**src/rtl/rcp_arbiter.sv**
```systemverilog
// Round-robin arbiter and sequencer for the shared combinational reciprocal unit.
// One operand is latched per transaction, held SETTLE cycles, then the result is registered and acked.
module rcp_arbiter #(
  parameter int NREQ   = 3,
  parameter int WIDTH  = 24,
  parameter int SETTLE = 1
) (
  input  logic                    clk,
  input  logic                    reset_n,
  input  logic                    i_clear,
  input  logic [NREQ-1:0]         i_req,
  input  logic [NREQ*WIDTH-1:0]   i_op,
  output logic [NREQ-1:0]         o_ack,
  output logic [WIDTH-1:0]        o_result,
  output logic                    o_sat,
  output logic                    o_busy,
  output logic [WIDTH-1:0]        o_rcp_in,
  input  logic [WIDTH-1:0]        i_rcp_out,
  input  logic                    i_rcp_sat
);

  localparam int PW = (NREQ > 1) ? $clog2(NREQ) : 1;

  typedef enum logic [1:0] {S_IDLE, S_SETTLE, S_LOAD} state_t;

  state_t            stateReg, stateNext;
  logic [PW-1:0]     grantReg, ptrReg, pick;
  logic              found;
  logic [3:0]        cntReg;
  logic [NREQ-1:0]   elig;
  logic [WIDTH-1:0]  opArr [NREQ];

  generate
    for (genvar gi = 0; gi < NREQ; gi++) begin : g_op
      assign opArr[gi] = i_op[gi*WIDTH +: WIDTH];
    end
  endgenerate

  // A client whose ack is visible this cycle is held off so it cannot be served twice.
  assign elig   = i_req & ~o_ack;
  assign o_busy = (stateReg != S_IDLE);

  always_comb begin
    pick  = '0;
    found = 1'b0;
    for (int k = 1; k <= NREQ; k++) begin
      int idx;
      idx = (int'(ptrReg) + k) % NREQ;
      if (!found && elig[idx]) begin
        found = 1'b1;
        pick  = PW'(idx);
      end
    end
  end

  always_comb begin
    stateNext = stateReg;
    case (stateReg)
      S_IDLE:   if (found) stateNext = (SETTLE > 0) ? S_SETTLE : S_LOAD;
      S_SETTLE: if (cntReg == 4'd1) stateNext = S_LOAD;
      S_LOAD:   stateNext = S_IDLE;
      default:  stateNext = S_IDLE;
    endcase
    if (i_clear) stateNext = S_IDLE;
  end

  always_ff @(posedge clk or negedge reset_n) begin
    if (!reset_n) stateReg <= S_IDLE;
    else          stateReg <= stateNext;
  end

  always_ff @(posedge clk or negedge reset_n) begin
    if (!reset_n) begin
      o_ack    <= '0;
      o_result <= '0;
      o_sat    <= 1'b0;
      o_rcp_in <= '0;
      grantReg <= '0;
      cntReg   <= '0;
      ptrReg   <= PW'(NREQ-1);
    end else begin
      o_ack <= '0;
      if (i_clear) begin
        // Abort drops the op but leaves the last result and operand visible.
        ptrReg <= PW'(NREQ-1);
      end else begin
        case (stateReg)
          S_IDLE: if (found) begin
            grantReg <= pick;
            o_rcp_in <= opArr[pick];
            cntReg   <= 4'(SETTLE);
          end
          S_SETTLE: cntReg <= cntReg - 4'd1;
          S_LOAD: begin
            o_result <= i_rcp_out;
            o_sat    <= i_rcp_sat;
            o_ack    <= NREQ'(1) << grantReg;
            ptrReg   <= grantReg;
          end
          default: ;
        endcase
      end
    end
  end

endmodule

```
**config.mk**
```make
export PLATFORM = sky130hd
export DESIGN_NAME = rcp_arbiter
export DESIGN_NICKNAME = d
export VERILOG_FILES = /design/src/rtl/rcp_arbiter.sv
export SDC_FILE = /design/constraint.sdc
export NUM_CORES = 1
export LEC_CHECK = 0
export CAP_MARGIN = 40
export CORE_MARGIN = 5
export CORE_UTILIZATION = 40
export CTS_CLUSTER_SIZE = 20
export DETAILED_ROUTE_END_ITERATION = 10
export PLACE_DENSITY = 0.79
export SYNTH_ARGS = -nofsm -noshare
export SYNTH_HDL_FRONTEND = slang
export SYNTH_SLANG_ARGS = --single-unit
```
**constraint.sdc**
```tcl
create_clock -name clk -period 2.85 [get_ports clk]
set_input_delay 0.57 -clock clk [delete_from_list [all_inputs] [get_ports clk]]
set_output_delay 0.57 -clock clk [all_outputs]
set_load 0.1 [all_outputs]
```
==> run_1/cell_classes.png <==
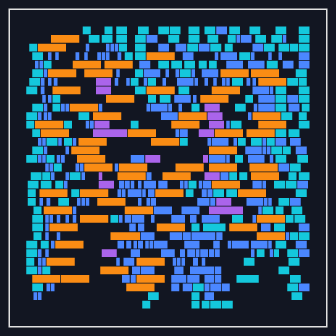
cyan -> other buffers and delay cells  # cells 163
blue -> all other logic  # cells 248
purple -> clock drivers and dummy loads  # cells 16
orange -> flip-flops  # cells 62

==> run_1/clock_map.png <==
Bar = 20 um.
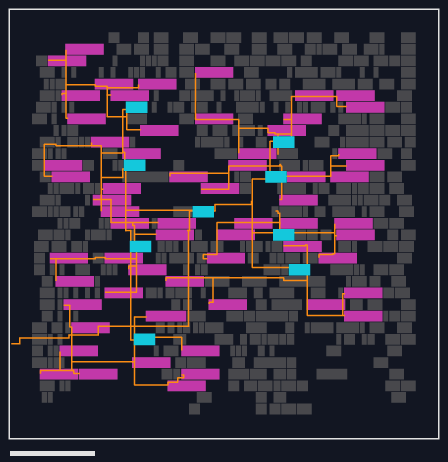
cyan -> cells driving clock nets  # count 9
orange -> clock wires  # length 791 um
magenta -> flip-flops  # count 62
routed clock nets = 10

==> run_1/met4.png <==
Cells faint in the background.
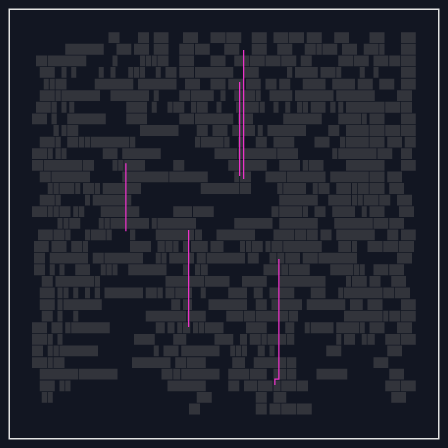
wire length on this layer = 120 um
main direction = vertical
nets with wire on the layer = 5
share of all routed wire = 1.3%
longest straight run = 29.9 um

[run 1: state kept, by name, summed over array words and instances (netlist names)]
| name | cells |
|---|---|
| grantReg | 2 |
| o_sat | 1 |
| cntReg | 4 |
| o_ack | 3 |
| ptrReg | 2 |
| stateReg | 2 |
| o_rcp_in | 24 |
| o_result | 24 |
[run 1: worst reg2reg max path, cell delays in order (launching register included)]
cell      delay, ps
dfrtp_1         400
inv_1            80
ha_1            450
nor4b_1         120
nor2_2          180
or4b_4          560
o21ai_4         230
nand2_4         240
o221ai_2        280
[run 1: cell usage in the layout (no fill, tap or decap), drive strengths merged, types with 4 or more instances in the layout]
cell           netlist  final
mux2i               25     25
nor2                 7      7
clkbuf               4     13
nand2              110    110
o221ai              21     21
dfrtp               61     61
a21oi                4      4
clkdlybuf4s50        0    101
o21ai                7      7
nor3                 5      5
o211ai               5      5
nand2b               4      4
buf                 11     62
ha                   6      6
inv                 26     26
[run 1: cells by family after synthesis]
kind of cell	count (synthesis)	synth area share [%]
simple gates	145	20.3
flops	62	47.6
compound gates	43	15.1
buf+inv	41	6.02
mux	28	8.70
fa+ha+maj	6	2.30
[run 1: final timing paths]
| check | endpoint | slack, ps | cells after the start |
|---|---|---|---|
| min in group clk | o_result[13] | 480 | 2 |
| max reg2reg | o_rcp_in[21] | 220 | 8 |
| min reg2reg | o_result[13] | 480 | 2 |
| max in group asynchronous | o_result[18] | 1820 | 2 |
| max | o_rcp_in[21] | 220 | 8 |
| min | o_rcp_in[0] | 330 | 1 |
[run 1: report_power, final]
part,switching (uW),internal [uW],leakage [uW]
Clock,320,564,0.000120
Combinational,3240,998,0.00149
Sequential,262,1260,0.000781
==> changes_impl.md, run 1 <==
### Physical design

- Placer Congestion: 0.834
- Skew-Pair Late Insertion Delay: ~320 ps
- Initial DRC Count: 75
- Number of sequential cells: 62
- WL met2: around 4200 um
- Num CTS Buffers: 9
- Number of enable flip-flop cells: 0
- Critical path data arrival time: 2860 ps
- Worst hold path class: primary input to asynchronous set/reset pin
- Non-filler instance count after layout: 594
- Antenna cells: 0
- Final design utilization: 62.2%
- Antenna viol nets, final: 0
- Fraction of area in non-clock buffers: about 30%
- Buffering stage count on the worst path with inverters included: 1
- Final-layout setup total negative slack: 0 ps
- Synth cell count leaders: nand2_1 (109), dfrtp_1 (61), inv_1 (26)
- Setup repair after global routing missed its margin: no
- Die Y: 100 um
- Avg WL per Cell: 15.4 um
- H-tree depth: 3
- Final setup violation count: 0
- Total nets after synthesis: 434
- Leak Pwr: between 0.002 and 0.0025 uW
- Actual slew at the worst max-slew pin: 796 ps
- Non-clock buffer count in the final layout: 163
- Share of the clock period used by the worst path after layout: 92.2%
- Global-route wire length before repair: about 15000 um
- Share of final-layout standard cells stronger than drive strength 1: 23.3%
- CTS tree: done
- Avg Vias per Cell: about 4.8
- Syn_area_per_cell: 10.0 um2
- Routed metal-1 wirelength: 3980 um
- Post-placement cell area: 0.00480 mm2
- Power per standard cell area: 1320 mW/mm2
- Taps Inserted: about 110
- DRC violation count after routing: 0
- Ys async rst share: 100%
- Starting density of the core: 40.3%
- Cts hold-fix bufs: 0
- Outcome: completed
- Clock network contribution to total cell area: 4.64%
- # clk buffers: 13
==> run_1/final_clocks.png <==
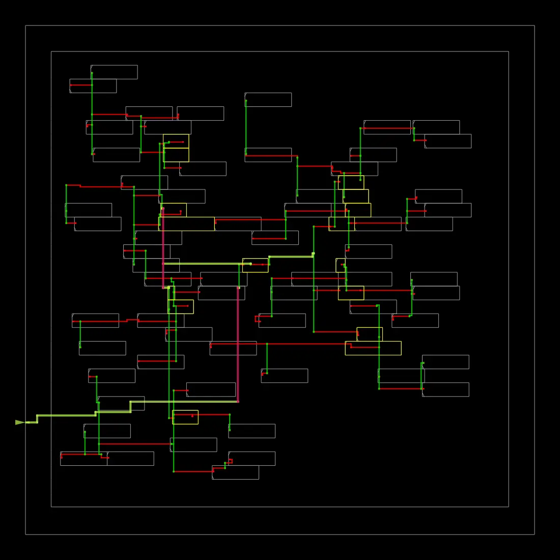

==> run 2, diff against run 1 <==
Settings changed: CORE_MARGIN 5 to not set.
==> run_2/final_clocks.png <==
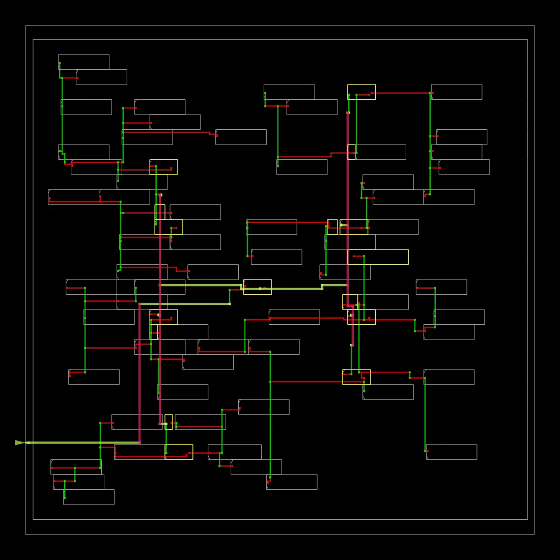
Num CTS Buffers: 9
Clock group: 740 uW
# clk buffers: 12

==> run 2 against run 1 <==
Total power shrank 2.0%. Routed wire length shrank 0.60%. Setup slack lost 18 ps. Critical path type unchanged. Largest cell class unchanged. Highest routed layer unchanged.
==> changes_impl.md, run 2 <==
### Physical design

- Outcome: completed (unchanged)
- Share of power burned in registers: 23.5% (was 22.9%)
- Routed metal-1 wirelength: 3780 um (was 3980 um)
- Net switching power: 3850 uW (was 3830 uW)
- Actual slew at the worst max-slew pin: 763 ps (was 796 ps)
- Syn_area_per_cell: 10.0 um2 (unchanged)
- Antenna viol nets, final: 0 (unchanged)
- Switching share of total power: 59.1% (was 57.5%)
- Power per standard cell area: 1310 mW/mm2 (was 1320 mW/mm2)
- Synth cell count leaders: nand2_1 (109), dfrtp_1 (61), inv_1 (26) (unchanged)
- Final-layout setup total negative slack: 0 ps (unchanged)
- Clk pwr share: 11.4% (was 13.3%)
- Avg WL per Cell: 15.4 um (about the same)
- Antenna cells: 0 (unchanged)
- DRC violation count after routing: 0 (unchanged)
- Registers with the highest flip-flop counts: o_rcp_in: 24 flops, o_result: 24 flops, cntReg: 4 flops (unchanged)
- Most instantiated logic cells after routing: nand2_1 (109), clkdlybuf4s50_1 (101), dfrtp_1 (61) (unchanged)
- Share of the clock period used by the worst path after layout: 92.9% (was 92.2%)
- Number of enable flip-flop cells: 0 (unchanged)
- Global-route wire length before repair: 14800 um (was 14700 um)
- CTS tree: done (unchanged)
- Die Y: 92.3 um (was 100 um)
- Buffering stage count on the worst path with inverters included: 1 (unchanged)
- Cell-internal power: 2660 uW (was 2820 uW)
- Combinational share of power: 65.2% (was 63.8%)
- Share of final-layout standard cells stronger than drive strength 1: 23.1% (was 23.3%)
- Count of cells along the worst register-to-register path: 8 (unchanged)
- Most common cell after layout, fill and taps aside: nand2_1 (unchanged)
- Skew-Pair Late Insertion Delay: 330 ps (was 320 ps)
- Starting density of the core: 41.8% (was 40.3%)
- Setup repair after global routing missed its margin: no (unchanged)
- FF-to-FF setup slack: 200 ps (was 220 ps)
- H-tree depth: 3 (unchanged)
==> run_2/met4.png <==
Cells faint in the background.
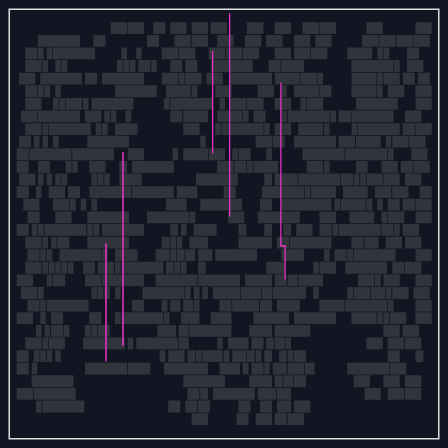
longest straight run = 43.5 um
share of all routed wire = 1.9%

[run 2: cell counts after synthesis]
Identical to the previous run, type by type.
[run 2: area by class of cell]
type | instances | share of cell area [%]
Clock buffer | 12 | 2.71
Multi-Input combinational cell | 222 | 30.5
Sequential cell | 62 | 31.1
Tap cell | 102 | 2.56
Clock inverter | 4 | 0.953
Timing Repair Buffer | 164 | 30.2
Inverter | 26 | 1.96
[run 2: worst max path at each step]
stage	end	depth (start not counted)	startpoint	slack, ps
floorplan	o_rcp_in[10]	6	o_ack[1]	290
global placement	o_rcp_in[0]	7	i_req[2]	110
detailed placement	o_rcp_in[1]	7	i_req[2]	10
CTS	o_rcp_in[1]	8	ptrReg[0]	180
global route	o_rcp_in[1]	8	ptrReg[0]	60
finish	o_rcp_in[1]	8	ptrReg[0]	200
[run 2: logic make-up after synthesis]
kind of cell	Yosys count	synth area share (%)
AND/OR/NAND/NOR	145	20.3
AND-OR/OR-AND	43	15.1
multiplexers	28	8.70
buffers and inverters	41	6.02
flip-flops	62	47.6
adder cells (fa/ha/maj)	6	2.30
[run 2: power by group through the flow]
| stage | logic [uW] | registers [uW] | clock network (uW) |
|---|---|---|---|
| after floorplan | 882 | 3910 | 0 |
| after global placement | 4200 | 1530 | 0 |
| after detailed placement | 4270 | 1530 | 0 |
| after CTS | 4270 | 1530 | 756 |
| after global routing | 4420 | 1580 | 791 |
| final | 4250 | 1530 | 740 |
[run 2: metrics by stage]
step                hold WS, ps  setup WS [ps]  area [um2]  util (%)
CTS                         321            181        4990      63.9
detailed placement          466           13.3        4810      61.6
global placement            461            107        4810      61.6
global route                353           64.7        4990      63.9
finish                      302            203        4990      63.9
floorplan                   274            285        3260         -
==> run 3, diff against run 2 <==
Settings changed: TNS_END_PERCENT set to 100.
==> run_3/wire_density.png <==
18 x 18 tiles, from dark blue (low) to red (high), scaled to the fullest tile. Values are wire area over tile area, all layers added.
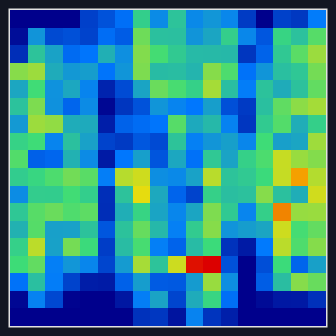
tiles over half the peak = 23%
nearly empty tiles = 7.7%
fullest tile = 0.51
densest ninth of the die = east
mean over tiles = 0.18

==> run 3 against run 2 <==
Synthesized cell count unchanged. Synthesized area did not move. Routed wire length unchanged. Flip-flop count is the same. Die area is the same. Global-route usage unchanged. Setup slack unchanged. Register-to-register slack about the same. Core utilization is the same. Clock power hardly changed. Critical path type unchanged.
==> changes_impl.md, run 3 <==
### Physical design

- Power per standard cell area: 1310 mW/mm2 (unchanged)
- Placer Congestion: 0.899 (unchanged)
- Global-route wire length before repair: 14800 um (unchanged)
- Ys async rst share: 100% (unchanged)
- Syn_area_per_cell: 10.0 um2 (unchanged)
- Fin Hold WS: 302 ps (unchanged)
- Most common cell after layout, fill and taps aside: nand2_1 (unchanged)
- Final setup violation count: 0 (unchanged)
- Num CTS Buffers: 9 (unchanged)
- Critical path data arrival time: 2890 ps (about the same)
- Antenna viol nets, final: 0 (unchanged)
- Registers with the highest flip-flop counts: o_rcp_in: 24 flops, o_result: 24 flops, cntReg: 4 flops (unchanged)
- Setup repair after global routing missed its margin: no (unchanged)
- Final-layout setup total negative slack: 0 ps (unchanged)
- Total nets after synthesis: 434 (unchanged)
- WL met2: 4430 um (unchanged)
- Avg WL per Cell: 15.4 um (unchanged)
- Post-Place Setup Slack: 13.3 ps (unchanged)
- Final design utilization: 63.9% (unchanged)
- Cts hold-fix bufs: 0 (unchanged)
- Die x size: 92.3 um (unchanged)
- Avg Vias per Cell: 4.97 (unchanged)
- H-tree depth: 3 (unchanged)
- Buffering stage count on the worst path with inverters included: 1 (unchanged)
- Die Y: 92.3 um (unchanged)
- Outcome: completed (unchanged)
- Initial DRC Count: 88 (unchanged)
- Most instantiated logic cells after routing: nand2_1 (109), clkdlybuf4s50_1 (101), dfrtp_1 (61) (unchanged)
- Post-synthesis sequential area ratio: 47.6% (unchanged)
- Routed metal-1 wirelength: 3780 um (unchanged)
- Share of the clock period used by the worst path after layout: 92.9% (unchanged)
- Synth cell count leaders: nand2_1 (109), dfrtp_1 (61), inv_1 (26) (unchanged)
- Skew-Pair Late Insertion Delay: 330 ps (about the same)
- Non-filler instance count after layout: 592 (unchanged)
- PnR worst setup slack: 203 ps (unchanged)
- CTS tree: done (unchanged)
==> run_3/cell_classes.png <==
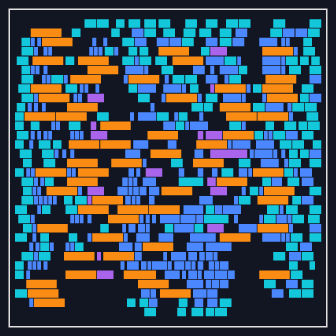
orange -> flip-flops  # cells 62
purple -> clock drivers and dummy loads  # cells 16
blue -> all other logic  # cells 248
cyan -> other buffers and delay cells  # cells 164

==> run 3: cell counts after synthesis <==
No cell type changed its count.
==> run 3: path summary, 6_finish.rpt <==
path	start	to	slack [ps]	cells past startpoint
worst max-delay path	ptrReg[0]	o_rcp_in[1]	200	8
worst min-delay path	reset_n	o_rcp_in[1]	300	1
worst max register to register	ptrReg[0]	o_rcp_in[1]	200	8
worst min register to register	o_result[2]	o_result[2]	490	2
max in group asynchronous	reset_n	o_rcp_in[17]	1770	2
min in group clk	o_result[2]	o_result[2]	490	2
==> run 3: power by group <==
group          internal (uW)  switching, uW  total [uW]
clock network            402            338         740
registers               1260            267        1530
logic                   1000           3250        4250
==> run 3: cell type report <==
| type | instances | share of cell area [%] |
|---|---|---|
| Timing Repair Buffer | 164 | 30.2 |
| Clock buffer | 12 | 2.71 |
| Tap cell | 102 | 2.56 |
| Multi-Input combinational cell | 222 | 30.5 |
| Inverter | 26 | 1.96 |
| Clock inverter | 4 | 0.953 |
| Sequential cell | 62 | 31.1 |
==> run 3: per-layer routing <==
layer  vias to the layer above  global-route usage [%]
met4                         0                    8.33
met5                         -                       0
met2                       130                    38.4
met1                      1379                    27.2
met3                        15                    5.25
li1                       1421                       -
==> run 3: through the flow <==
step,power [uW],area [um2]
global route,6790,4990
floorplan,4790,3260
detailed placement,5800,4810
global placement,5720,4810
finish,6520,4990
CTS,6560,4990
==> run 3: cell families (layout without fill, tap and decap cells) <==
group / count (synthesis) / in the layout / share of synthesized area (%)
adder cells (fa/ha/maj): 6 / 6 / 2.30
AND-OR/OR-AND: 43 / 43 / 15.1
buffers and inverters: 41 / 206 / 6.02
multiplexers: 28 / 28 / 8.70
AND/OR/NAND/NOR: 145 / 145 / 20.3
flip-flops: 62 / 62 / 47.6
Power and IR drop assume default switching activity.
